==> run_1/ff_map.png <==
Other sequential cells in the stronger gray, the rest of the logic in the fainter gray.
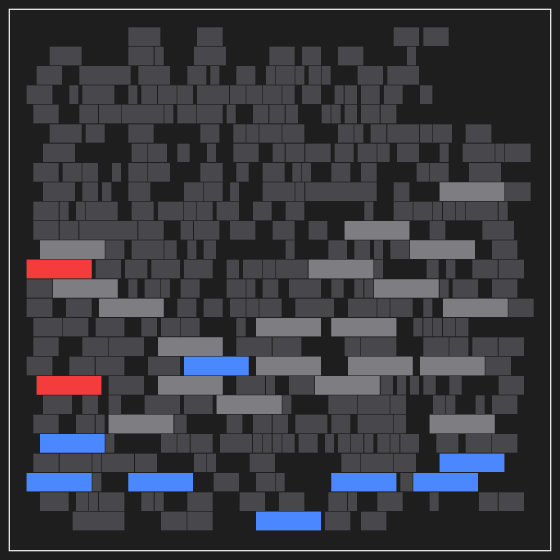
==> run_1/m1.png <==
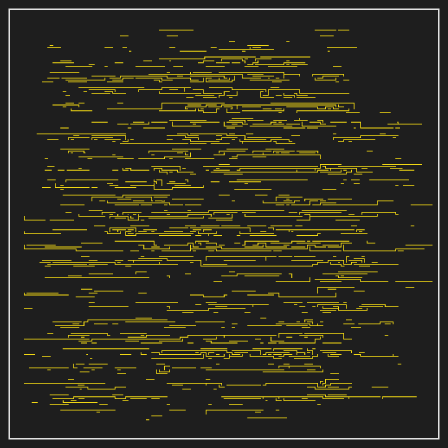
==> run_1/congestion_map.png <==
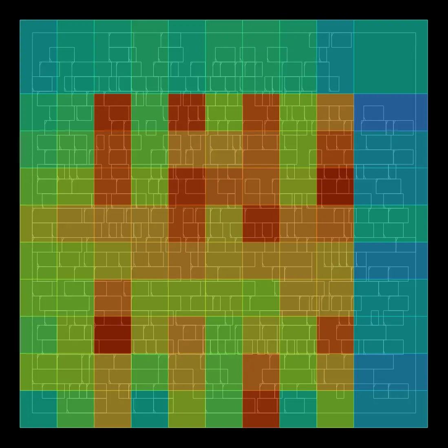
File: config.mk
export PLATFORM = sky130hd
export DESIGN_NAME = cpu_control_unit_flat
export DESIGN_NICKNAME = d
export VERILOG_FILES = /design/src/rtl/cpu_pkg.sv /design/src/rtl/cpu_control_unit_if.sv /design/src/rtl/cpu_alu.sv /design/src/rtl/cpu_control_unit.sv /design/src/flat_wrapper.sv
export SDC_FILE = /design/constraint.sdc
export NUM_CORES = 1
export LEC_CHECK = 0
export CAP_MARGIN = 25
export CORE_MARGIN = 2
export CORE_UTILIZATION = 50
export DETAILED_ROUTE_END_ITERATION = 10
export PLACE_DENSITY_LB_ADDON = 0.12
export REMOVE_ABC_BUFFERS = 1
export SLEW_MARGIN = 40
export SYNTH_ARGS = -nofsm -noshare
export SYNTH_HDL_FRONTEND = slang
export SYNTH_SLANG_ARGS = --single-unit
File: constraint.sdc
create_clock -name clk -period 2.9 [get_ports clk]
set_input_delay 0.58 -clock clk [delete_from_list [all_inputs] [get_ports clk]]
set_output_delay 0.58 -clock clk [all_outputs]
set_load 0.02 [all_outputs]
File: src/rtl/cpu_pkg.sv
// Shared encodings for the 8-bit multi-cycle CPU: opcodes, FSM states,
// instruction field layout and datapath defaults.
package cpu_pkg;

  localparam int DATA_WIDTH_DEF = 8;
  localparam int PC_WIDTH_DEF   = 8;

  typedef enum logic [1:0] {
    OP_ADD = 2'b00,
    OP_SUB = 2'b01,
    OP_LI  = 2'b10,
    OP_JMP = 2'b11
  } opcode_e;

  typedef enum logic [1:0] {
    S_FETCH  = 2'd0,
    S_DECODE = 2'd1,
    S_EXEC   = 2'd2,
    S_WB     = 2'd3
  } state_e;

  // ir[7:6] op, ir[5:4] rs, ir[3:2] rt, ir[1:0] rd
  typedef struct packed {
    opcode_e    op;
    logic [1:0] rs;
    logic [1:0] rt;
    logic [1:0] rd;
  } instr_t;

  // LI immediate is ir[5:2]; JMP offset is ir[5:0]
  localparam int IMM_LO = 2;
  localparam int IMM_W  = 4;
  localparam int OFF_W  = 6;

endpackage

File: src/rtl/cpu_control_unit_if.sv
// Fetch and register-file bus between the control unit (master) and the
// instruction memory / register file (slave).
interface cpu_control_unit_if #(
  parameter int PC_WIDTH   = 8,
  parameter int DATA_WIDTH = 8
);
  logic                  instr_req;
  logic [PC_WIDTH-1:0]   instr_addr;
  logic                  instr_valid;
  logic [7:0]            instr_data;
  logic [1:0]            readReg1;
  logic [1:0]            readReg2;
  logic [1:0]            writeReg;
  logic                  sigRegWrite;
  logic [DATA_WIDTH-1:0] writeData;
  logic [DATA_WIDTH-1:0] readData1;
  logic [DATA_WIDTH-1:0] readData2;

  modport master (
    output instr_req, instr_addr, readReg1, readReg2, writeReg, sigRegWrite, writeData,
    input  instr_valid, instr_data, readData1, readData2
  );

  modport slave (
    input  instr_req, instr_addr, readReg1, readReg2, writeReg, sigRegWrite, writeData,
    output instr_valid, instr_data, readData1, readData2
  );
endinterface

File: src/rtl/cpu_alu.sv
// Combinational ALU: ADD/SUB with carry/borrow, LI sign-extends a 4-bit immediate.
module cpu_alu
  import cpu_pkg::*;
#(
  parameter int DATA_WIDTH = DATA_WIDTH_DEF
) (
  input  opcode_e               op_i,
  input  logic [DATA_WIDTH-1:0] a_i,
  input  logic [DATA_WIDTH-1:0] b_i,
  input  logic [IMM_W-1:0]      imm_i,
  output logic [DATA_WIDTH-1:0] result_o,
  output logic                  carry_o,
  output logic                  zero_o
);
  logic [DATA_WIDTH:0] sum, diff;

  // Top bit of the widened difference is the unsigned borrow (a < b)
  assign sum  = {1'b0, a_i} + {1'b0, b_i};
  assign diff = {1'b0, a_i} - {1'b0, b_i};

  always_comb begin
    result_o = '0;
    carry_o  = 1'b0;
    unique case (op_i)
      OP_ADD: begin
        result_o = sum[DATA_WIDTH-1:0];
        carry_o  = sum[DATA_WIDTH];
      end
      OP_SUB: begin
        result_o = diff[DATA_WIDTH-1:0];
        carry_o  = diff[DATA_WIDTH];
      end
      OP_LI:   result_o = {{(DATA_WIDTH-IMM_W){imm_i[IMM_W-1]}}, imm_i};
      default: result_o = '0;
    endcase
  end

  assign zero_o = (result_o == '0);
endmodule

File: src/rtl/cpu_control_unit.sv
// Multi-cycle fetch/decode/execute/writeback controller; owns pc, ir, result
// and the carry/zero flags.
module cpu_control_unit
  import cpu_pkg::*;
#(
  parameter int PC_WIDTH   = PC_WIDTH_DEF,
  parameter int DATA_WIDTH = DATA_WIDTH_DEF
) (
  input  logic                   clk,
  input  logic                   reset_n,
  cpu_control_unit_if.master     bus,
  output logic                   flag_c,
  output logic                   flag_z,
  output logic [1:0]             state_dbg
);
  state_e                state_q;
  instr_t                ir_q;
  logic [PC_WIDTH-1:0]   pc_q, jmp_pc_d;
  logic [DATA_WIDTH-1:0] result_q, alu_res;
  logic                  c_q, z_q, req_q, wr_q;
  logic                  alu_c, alu_z;

  cpu_alu #(.DATA_WIDTH(DATA_WIDTH)) u_alu (
    .op_i     (ir_q.op),
    .a_i      (bus.readData1),
    .b_i      (bus.readData2),
    .imm_i    ({ir_q.rs, ir_q.rt}),
    .result_o (alu_res),
    .carry_o  (alu_c),
    .zero_o   (alu_z)
  );

  // Offset is relative to the JMP's own address and wraps mod 2^PC_WIDTH
  assign jmp_pc_d = pc_q + {{(PC_WIDTH-OFF_W){ir_q.rs[1]}}, ir_q.rs, ir_q.rt, ir_q.rd};

  // req_q stays low for the first cycle after reset release, then tracks S_FETCH
  always_ff @(posedge clk or negedge reset_n) begin
    if (!reset_n) begin
      state_q  <= S_FETCH;
      pc_q     <= '0;
      ir_q     <= '0;
      result_q <= '0;
      c_q      <= 1'b0;
      z_q      <= 1'b0;
      req_q    <= 1'b0;
      wr_q     <= 1'b0;
    end else begin
      unique case (state_q)
        S_FETCH: begin
          if (req_q && bus.instr_valid) begin
            ir_q    <= instr_t'(bus.instr_data);
            req_q   <= 1'b0;
            state_q <= S_DECODE;
          end else begin
            req_q   <= 1'b1;
          end
        end
        S_DECODE: state_q <= S_EXEC;
        S_EXEC: begin
          if (ir_q.op == OP_JMP) begin
            pc_q    <= jmp_pc_d;
            req_q   <= 1'b1;
            state_q <= S_FETCH;
          end else begin
            result_q <= alu_res;
            z_q      <= alu_z;
            if (ir_q.op != OP_LI) c_q <= alu_c;
            wr_q     <= 1'b1;
            state_q  <= S_WB;
          end
        end
        S_WB: begin
          wr_q    <= 1'b0;
          pc_q    <= pc_q + 1'b1;
          req_q   <= 1'b1;
          state_q <= S_FETCH;
        end
        default: state_q <= S_FETCH;
      endcase
    end
  end

  assign bus.instr_req   = req_q;
  assign bus.instr_addr  = pc_q;
  assign bus.readReg1    = ir_q.rs;
  assign bus.readReg2    = ir_q.rt;
  assign bus.writeReg    = ir_q.rd;
  assign bus.sigRegWrite = wr_q;
  assign bus.writeData   = result_q;
  assign flag_c          = c_q;
  assign flag_z          = z_q;
  assign state_dbg       = state_q;
endmodule

File: src/flat_wrapper.sv
// flat-port wrapper written by rule: the top's interface ports become plain ports
module cpu_control_unit_flat import cpu_pkg::*;
#(
  parameter int PC_WIDTH   = PC_WIDTH_DEF,
  parameter int DATA_WIDTH = DATA_WIDTH_DEF
)
  (clk, reset_n, flag_c, flag_z, state_dbg, bus_instr_req, bus_instr_addr, bus_readReg1, bus_readReg2, bus_writeReg, bus_sigRegWrite, bus_writeData, bus_instr_valid, bus_instr_data, bus_readData1, bus_readData2);
  cpu_control_unit_if #(.PC_WIDTH(PC_WIDTH), .DATA_WIDTH(DATA_WIDTH)) bus_i ();
  input  logic clk;
  input  logic reset_n;
  output logic flag_c;
  output logic flag_z;
  output logic [1:0] state_dbg;
  output wire logic [$bits(bus_i.instr_req)-1:0] bus_instr_req;
  output wire logic [$bits(bus_i.instr_addr)-1:0] bus_instr_addr;
  output wire logic [$bits(bus_i.readReg1)-1:0] bus_readReg1;
  output wire logic [$bits(bus_i.readReg2)-1:0] bus_readReg2;
  output wire logic [$bits(bus_i.writeReg)-1:0] bus_writeReg;
  output wire logic [$bits(bus_i.sigRegWrite)-1:0] bus_sigRegWrite;
  output wire logic [$bits(bus_i.writeData)-1:0] bus_writeData;
  input wire logic [$bits(bus_i.instr_valid)-1:0] bus_instr_valid;
  input wire logic [$bits(bus_i.instr_data)-1:0] bus_instr_data;
  input wire logic [$bits(bus_i.readData1)-1:0] bus_readData1;
  input wire logic [$bits(bus_i.readData2)-1:0] bus_readData2;
  assign bus_instr_req = bus_i.instr_req;
  assign bus_instr_addr = bus_i.instr_addr;
  assign bus_readReg1 = bus_i.readReg1;
  assign bus_readReg2 = bus_i.readReg2;
  assign bus_writeReg = bus_i.writeReg;
  assign bus_sigRegWrite = bus_i.sigRegWrite;
  assign bus_writeData = bus_i.writeData;
  assign bus_i.instr_valid = bus_instr_valid;
  assign bus_i.instr_data = bus_instr_data;
  assign bus_i.readData1 = bus_readData1;
  assign bus_i.readData2 = bus_readData2;
  cpu_control_unit #(.PC_WIDTH(PC_WIDTH), .DATA_WIDTH(DATA_WIDTH)) u_core (.clk(clk), .reset_n(reset_n), .bus(bus_i), .flag_c(flag_c), .flag_z(flag_z), .state_dbg(state_dbg));
endmodule
==> impl_metrics.tcl, run 1 <==
# yosys + openroad results
set metrics [dict create \
    run_status "finished, final reports clean" \
    finalHoldViolCount 0 \
    die_y_um 75.8 \
    nFlopsAndLatches 30 \
    portBuffers 54 \
    seq_area_frac_synth_pct 29.1 \
    synth.most_common_cell "dfrtp_1" \
    numSynthFlops 30 \
    holdPathStages 1 \
    use_met1_pct 31.1 \
    total_power_mw 3.37 \
    reg2reg_slack_ns 0.44 \
    power.internal_mw 1.85 \
    rr_endpoint "u_core.bus.instr_addr[6]" \
    worstHoldPathType "flop to flop" \
    critPathMaxFanout 3 \
    grtUsageMet2_pct 36.5 \
    syn_area_per_cell_um2 8.86 \
    hold_ws_ns 0.464 \
    worst-slew-pin-transition_ns 0.709 \
    cap_violations 0 \
    fmaxAchievable_mhz 365 \
    grt_use_total_pct 22.3 \
    place_area_um2 3200 \
    xor_share_pct 2.72 \
    tns_ns 0 \
    dr_total_vias 2284 \
    ys_cells 291 \
    edf_count 0 \
    layout.nets 401 \
    p_leak_nw 1.43 \
    critical_path.reg2reg.startpoint "u_core.state_dbg[1]" \
    startpoint "bus_readData2[0]" \
    top_layer "met3" \
    top_cells_by_count "dfrtp_1, nand2_1, ha_1" \
    top_area_share_pct 29.1 \
    synthAdderAreaFrac_pct 13.5 \
    drive_gt1_share_pct 13.2 \
    instances_no_fill 419 \
    synthArstFlopShare_pct 100 \
    cp-start-kind "input pin" \
    cts_tree "done" \
    crit_path_max_incr_delay_ns 0.49 \
    slew_violations 0 \
    postLayoutSetupSlackWorst_ns 0.160 \
    post_cts_buffers 0 \
    rsz0062_at_grt "false" \
    dr_wl_met2_um 2790 \
    buffers 69 \
    drc_errors 0 \
    seqPwrFrac_pct 26.0 \
    arrival_ns 2.90 \
    syn_to_final_growth_pct 28.4 \
    max-vdd-ir-drop_v 0.000652 \
    power_frac_comb_pct 63.8 \
    synth.comb.largest_family "AND-OR/OR-AND gates" \
    clockBufferDepth 2 \
    yosysChipArea_um2 2580 \
    clkTransAtPathRegs_ns 0.07 \
    setup-violations-final 0 \
    fillers 454 \
    clockRootBuffer "clkbuf_8" \
    ys.flop_type "dfrtp_1" \
    drt_wl_total_um 6010 \
    finalCritPeriodShare_pct 94.5 \
    switching_share_pct 45.1 \
    grt_pass1_wl_um 9920 \
    grt_max_degree 31 \
    simple_gate_area_share_pct 19.8 \
    synth_cell_type_count 60 \
    ioPinCount 55 \
    mostFrequentLayoutCell "clkdlybuf4s50_1" \
    crit_end "u_core.flag_z" \
    via_per_inst 5.45 \
    p_switching_mw 1.52 \
    gp_congestion 0.902 \
    max_slew_margin_pct 52.8 \
    tool_warnings 33 \
    grt_pass1_vias 2199 \
    wl_met1_um 2860 \
    num_rows 26 \
    final_antenna_net_count 0 \
    top_power_group "combinational cells" \
    cpLargestDelayFamily "simple AND/OR/NAND/NOR gates" \
    die-width_um 75.8 \
    inverters 21 \
    fin_skew_ns 0.00783 \
    crit_slowest_cell "clkdlybuf4s50_1" \
    ys_top_cells_by_area "dfrtp_1, ha_1, mux2_2" \
    overflow 0 \
]
Back to the opening pictures, ff_map.png:
u_core.bus.writeReg -> red  # sequential cells 2
u_core.bus.instr_addr -> blue  # sequential cells 8
not colored = 20
Seq/total area: 22.7%
Seq power: 879 µW
register area: 751 µm²
final core utilization: 65.7%

Back to the opening pictures, m1.png:
wire length on this layer = 2860 µm
nets with wire on the layer = 344
share of all routed wire = 47%
main direction = horizontal

Back to the opening pictures, congestion_map.png:
WL/cell: 14.4 µm
busiest grt layer: met2

==> run 2: changes to the inputs <==
- ABC_AREA: not set -> 1
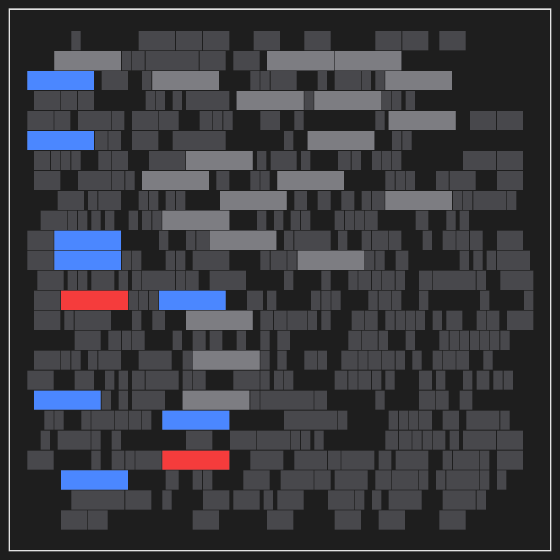
(run_2/ff_map.png)
Other sequential cells in the stronger gray, the rest of the logic in the fainter gray.
u_core.bus.instr_addr -> blue  # sequential cells 8
u_core.bus.writeReg -> red  # sequential cells 2

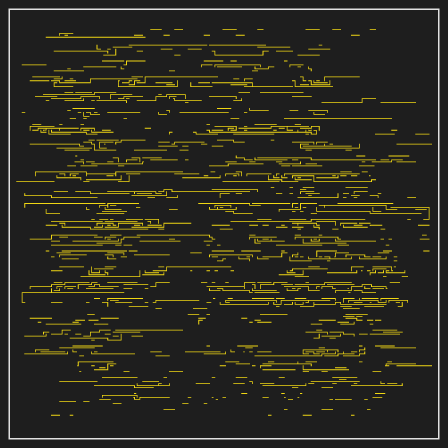
(run_2/m1.png)
wire length on this layer = 2340 µm
main direction = horizontal
Vias: 2271
GR Util met1: 24.9%
drt total wl: 5600 µm

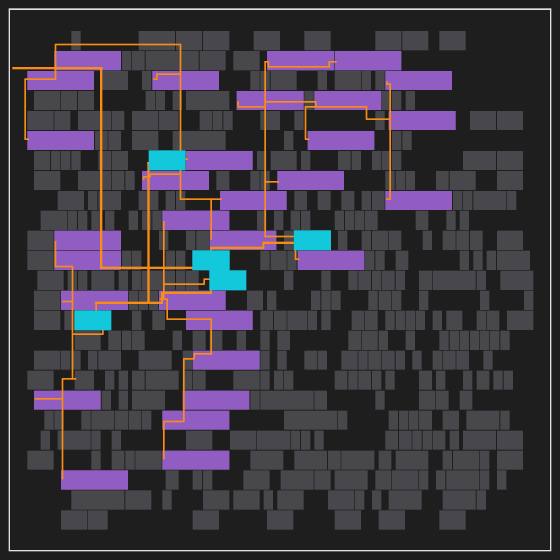
(run_2/clock_wires.png)
clock-net drivers -> cyan  # count 5
flip-flops -> purple  # count 30
clock wires -> orange  # length 393 µm
routed clock nets = 6

==> run 2 against run 1 <==
Compared with the run above:
- total power fell by 8.3%
- critical endpoint is now u_core.bus.instr_addr[6]
- synthesized area fell by 6.3%
- highest routed layer is now met4
- combinational power fell by 9.3%
- fmax rose by 15%
==> impl_metrics.tcl, run 2 <==
# yosys + openroad results
set metrics [dict create \
    cap_violations 0 \
    max-vdd-ir-drop_v 0.000673 \
    startpoint "u_core.state_dbg[0]" \
    finalHoldViolCount 0 \
    power.internal_mw 1.62 \
    cpLargestDelayFamily "simple AND/OR/NAND/NOR gates" \
    nFlopsAndLatches 30 \
    buffers 56 \
    synth.comb.largest_family "simple AND/OR/NAND/NOR gates" \
    layout.nets 448 \
    p_seq_uw 798 \
    via_per_inst 5.05 \
    synth_cell_type_count 30 \
    seq_area_frac_synth_pct 31.1 \
    top_area_share_pct 31.1 \
    reg2reg_slack_ns 0.51 \
    fin_skew_ns 0.0101 \
    tns_ns 0 \
    die_y_um 73.5 \
    critPathMaxFanout 5 \
    inverters 51 \
    syn_to_final_growth_pct 26.8 \
    run_status "finished, final reports clean" \
    gr-max-usage-layer "met2" \
    routedWlPerCell_um 12.4 \
    postLayoutSetupSlackWorst_ns 0.508 \
    finish.utilization_pct 65.3 \
    drive_gt1_share_pct 7.58 \
    portBuffers 54 \
    slew_violations 0 \
    num_rows 25 \
    seq_share_pct 24.5 \
    fmaxAchievable_mhz 418 \
    top_layer "met4" \
    place_area_um2 2970 \
    yosysChipArea_um2 2420 \
    clockBufferDepth 2 \
    rsz0062_at_grt "false" \
    top_power_group "combinational cells" \
    numSynthFlops 30 \
    edf_count 0 \
    tool_warnings 33 \
    synthAdderAreaFrac_pct 14.4 \
]
Power and IR drop assume default switching activity.
